**config.mk**
```make
export PLATFORM = sky130hd
export DESIGN_NAME = pc_fetch_unit
export DESIGN_NICKNAME = d
export VERILOG_FILES = /design/src/rtl/pc_fetch_unit.sv
export SDC_FILE = /design/constraint.sdc
export NUM_CORES = 1
export LEC_CHECK = 0
export CAP_MARGIN = 20
export CELL_PAD_IN_SITES_DETAIL_PLACEMENT = 1
export CELL_PAD_IN_SITES_GLOBAL_PLACEMENT = 2
export CORE_MARGIN = 2
export CORE_UTILIZATION = 34
export CTS_CLUSTER_SIZE = 40
export DETAILED_ROUTE_END_ITERATION = 8
export DONT_BUFFER_PORTS = 1
export HOLD_SLACK_MARGIN = 0.08
export MAX_ROUTING_LAYER = met4
export PLACE_DENSITY_LB_ADDON = 0.1
export SYNTH_ARGS = -nofsm -noshare
export SYNTH_HDL_FRONTEND = slang
export SYNTH_SLANG_ARGS = --single-unit
```
**constraint.sdc**
```tcl
create_clock -name clk -period 2.38 [get_ports clk]
set_input_delay 0.476 -clock clk [delete_from_list [all_inputs] [get_ports clk]]
set_output_delay 0.476 -clock clk [all_outputs]
set_load 0.03 [all_outputs]
```
**src/rtl/pc_fetch_unit.sv**
```systemverilog
// RV32I program counter, next-PC selection and instruction-fetch handshake.
// Optional build macro MISALIGN_TRAP_EN: misaligned redirect targets trap instead of being truncated.
//
// state    | meaning
// ST_BOOT  | first cycle after reset release, no fetch issued
// ST_FETCH | fetching at pc, retiring whenever memory is ready and not stalled
// ST_TRAP  | misaligned redirect seen, fetch halted until reset
module pc_fetch_unit #(
  parameter logic [31:0] RESET_VECTOR = 32'h0000_0000
) (
  input  logic        clk,
  input  logic        rst_n,
  input  logic        pc_src,
  input  logic        jump,
  input  logic        jalr,
  input  logic [31:0] imm,
  input  logic [31:0] rs1_data,
  input  logic        stall,
  input  logic        imem_ready,
  output logic        imem_req,
  output logic [31:0] imem_addr,
  output logic [31:0] pc,
  output logic [31:0] pc_plus4,
  output logic        instr_valid,
  output logic [31:0] instret,
  output logic        misaligned
);

  typedef enum logic [1:0] {
    ST_BOOT  = 2'd0,
    ST_FETCH = 2'd1,
    ST_TRAP  = 2'd2
  } state_t;

  state_t      state_q, state_d;
  logic [31:0] pc_q, pc_d;
  logic [31:0] instret_q, instret_d;
  logic [31:0] target;
  logic        redirect;
  logic        retire;

`ifdef MISALIGN_TRAP_EN
  logic misaligned_q, misaligned_d;
  assign misaligned = misaligned_q;
`else
  assign misaligned = 1'b0;
`endif

  assign retire   = (state_q == ST_FETCH) && imem_ready && !stall;
  assign redirect = jalr || jump || pc_src;

  // jalr clears bit 0 of its sum; jump and branch share the pc-relative adder
  always_comb begin
    target = pc_q + 32'd4;
    if (jalr)
      target = (rs1_data + imm) & ~32'h1;
    else if (jump || pc_src)
      target = pc_q + imm;
  end

  always_comb begin
    state_d   = state_q;
    pc_d      = pc_q;
    instret_d = instret_q;
`ifdef MISALIGN_TRAP_EN
    misaligned_d = misaligned_q;
`endif
    case (state_q)
      ST_BOOT: state_d = ST_FETCH;
      ST_FETCH: begin
        if (retire) begin
          instret_d = instret_q + 32'd1;
`ifdef MISALIGN_TRAP_EN
          if (redirect && (target[1:0] != 2'b00)) begin
            misaligned_d = 1'b1;
            state_d      = ST_TRAP;
          end else begin
            pc_d = target;
          end
`else
          pc_d = redirect ? (target & ~32'h3) : target;
`endif
        end
      end
      ST_TRAP: state_d = ST_TRAP;
      default: state_d = ST_BOOT;
    endcase
  end

  always_ff @(posedge clk or negedge rst_n) begin
    if (!rst_n) begin
      state_q   <= ST_BOOT;
      pc_q      <= RESET_VECTOR;
      instret_q <= 32'd0;
`ifdef MISALIGN_TRAP_EN
      misaligned_q <= 1'b0;
`endif
    end else begin
      state_q   <= state_d;
      pc_q      <= pc_d;
      instret_q <= instret_d;
`ifdef MISALIGN_TRAP_EN
      misaligned_q <= misaligned_d;
`endif
    end
  end

  assign imem_req    = (state_q == ST_FETCH);
  assign instr_valid = (state_q == ST_FETCH) && imem_ready;
  assign imem_addr   = pc_q;
  assign pc          = pc_q;
  assign pc_plus4    = pc_q + 32'd4;
  assign instret     = instret_q;

endmodule

```
==> out/qor.tcl <==
set qor(outcome) {finished, violations left}
set qor(violated_checks) {setup timing}
set qor(route.layer.met1.wl_um) 14000
set qor(layout_setup_ws_ns) -0.459
set qor(maxSlewViolCount) 0
set qor(detailedRoute.firstPassIterationCount) 5
set qor(synthesis.instances) 906
set qor(r2r-end) {imem_addr[24]$_DFFE_PN0P_}
set qor(initial_antenna_violation_count) 0
set qor(ctsLongestPathBuffers) 2
set qor(ios) 202
set qor(mappedNetlistNets) 1042
set qor(route.antenna.remaining_nets) 0
set qor(number_of_distinct_library_cells_after_synthesis) 86
set qor(post_layout_period_usage_of_the_worst_path_pct) 119
set qor(synth_flops) 66
set qor(clock-sinks) 66
set qor(drc) 0
set qor(antenna_cells_inserted) 0
set qor(synth.cellmix.xorXnorShare_pct) 13.5
set qor(synthesis.area_per_instance_um2) 8.15
set qor(worstPathRequired_ns) 1.90
set qor(fraction_of_power_consumed_by_sequential_logic_pct) 14.8
set qor(min_path_type) {input port to flip-flop}
set qor(synth_simple_gate_area_share_pct) 21.1
set qor(ff2ff_path_depth) 12
set qor(clkPwrFrac_pct) 13.6
set qor(data_arrival_at_the_endpoint_of_the_critical_path_ns) 2.36
set qor(dp_hpwl_um) 24500
set qor(cts_root_cell) {clkbuf_16}
set qor(syn_area_um2) 7380
set qor(drive_above_1_share_pct) 44.2
set qor(totalNegativeSetupSlack_ns) -10.95
set qor(post_layout_nonfiller_instances) 1441
set qor(setup.reg_to_reg.worst_slack_ns) -0.41
set qor(stdcell_area_um2) 11500
set qor(postCtsSetupRepairBufs) 40
set qor(timing.final.setup_violations) 43
set qor(ir_drop_mv) 0.561
set qor(cts_hold_repair.buffers) 2
set qor(gr-total-overflow) 0
set qor(ys_cells) 906
set qor(worst_setup_path_end_kind) {output port}
set qor(clock_tree.htree_level_count) 3
set qor(numCtsBuffers) 9
set qor(hp-start) {jalr}
set qor(post_synth_main_logic_family) {AND-OR/OR-AND gates}
set qor(detail_route.iter0.violations) 308
set qor(total_power_uw) 10500
set qor(total_count_of_hold_check_failures_in_the_final_report) 0
set qor(timing.setup.critical_path_class) {flip-flop to output port}
set qor(lkg_pwr_uw) 0.00511
set qor(rows) 53
set qor(first_global_vias) 8827
set qor(mostFrequentLayoutCells) {buf_4, nand2_1, a21oi_1, buf_6}
set qor(highest-signal-layer) {met4}
set qor(max_capacitance_violation_count) 0
set qor(placedInstanceArea_um2) 9670
set qor(worstSetupStartpointType) {flip-flop}
set qor(layout-area-overhead-vs-synth_pct) 56.2
set qor(lay_top_count) {buf_4}
set qor(normalized_max_slew_margin_pct) 56.6
set qor(met3RoutedLength_um) 1680
set qor(fillerInstances) 2412
set qor(clk-insertion-delay-late_ns) 0.35
set qor(final_net_count) 1297
set qor(power.share.combinational_pct) 71.7
set qor(first_pass_grt_wire_length_um) 48800
set qor(yosys_warnings) 0
set qor(fmaxAchievable_mhz) 352
set qor(timing.final.crit_period_ns) 2.84
set qor(route.detailed.wl_per_inst_um) 22.7
set qor(chipHeight_um) 151
set qor(hold_path_cells) 2
set qor(power_density_nw_per_um2) 913
set qor(clkSlewWorstSetupHoldPaths_ns) 0.07
set qor(met3_usage_grt_pct) 4.31
set qor(rsz_0062_raised_after_global_routing) {yes}
[layout make-up]
cell class	count	area [um2]	area share [%]
Multi-Input combinational cell	752	6500	56.4
Clock inverter	7	78.8	0.683
Timing Repair Buffer	312	2630	22.8
Tap cell	275	344	2.98
Sequential cell	66	1680	14.5
Clock buffer	9	225	1.95
Inverter	20	75.1	0.651
[cell families (layout without fill, tap and decap cells)]
kind of cell / after synthesis / in the layout
other cells: 1 / 1
fa+ha+maj: 65 / 65
buf+inv: 88 / 348
simple gates: 306 / 306
flops: 66 / 66
compound gates: 263 / 263
xor+xnor: 112 / 112
mux: 5 / 5
[through the flow]
stage	hold WS, ns	util (%)
CTS	0.311	51.4
finish	0.340	54.5
global route	0.354	54.5
global placement	0.182	45.7
floorplan	0.180	-
detailed placement	0.182	45.7
[synthesized netlist by cell type, drive strengths merged (16+ instances only)]
master | number | area, um2
a21o | 34 | 255
a21oi | 88 | 459
and3 | 16 | 100
buf | 43 | 317
clkbuf | 25 | 120
dfrtp | 66 | 1650
ha | 63 | 788
inv | 20 | 75.1
nand2 | 92 | 350
nand3 | 41 | 210
nand4 | 24 | 156
nor2 | 69 | 264
o21ai | 50 | 262
xnor2 | 75 | 672
xor2 | 37 | 324
[critical path: stages, from the launching register on]
cell     delay (ns)
dfrtp_2        0.37
buf_4          0.11
buf_6          0.09
and4_4         0.23
nand4_1        0.11
buf_6          0.17
nor4_4         0.23
buf_6          0.20
and3_4         0.22
xor2_4         0.28
[sequential cells by signal, summed over array words and instances, names as in the netlist]
register and cells:
state_q 2, instret 32, imem_addr 32
[power by group through the flow]
stage               Combinational, uW  Sequential [uW]  Clock [uW]
finish                           7550             1550        1430
global route                     8000             1580        1510
CTS                              6880             1550        1450
detailed placement               6180             1560           0
global placement                 6020             1540           0
floorplan                        3470             2160           0
Fig. 1: signal wires on met1
Scale bar: 50 um.
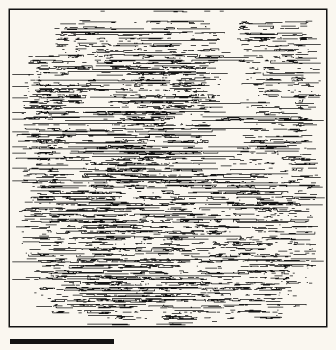
- longest straight run: 78.2 um
- nets with wire on the layer: 1230
- wire length on this layer: 14000 um
- main direction: horizontal
number of vias in the routed layout: 8095
wire length reported by the detailed router: 32700 um
met1 routing resource usage after global routing: 35.4%

Fig. 2: metal 2
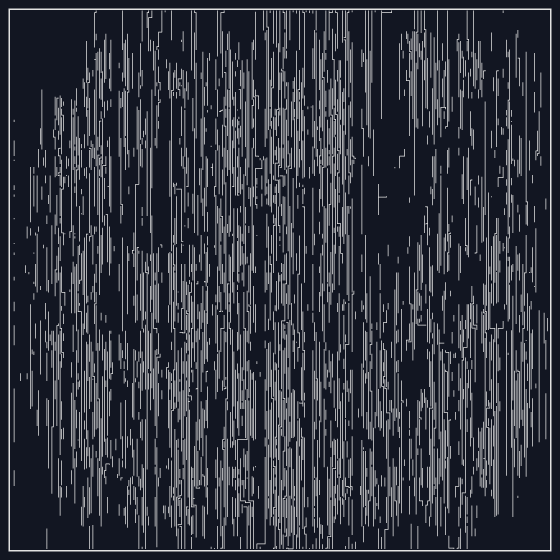
- longest straight run: 55.2 um
- nets with wire on the layer: 1198
- main direction: vertical
- share of all routed wire: 50%
- wire length on this layer: 16200 um
met2 track utilization from global routing: 48.1%

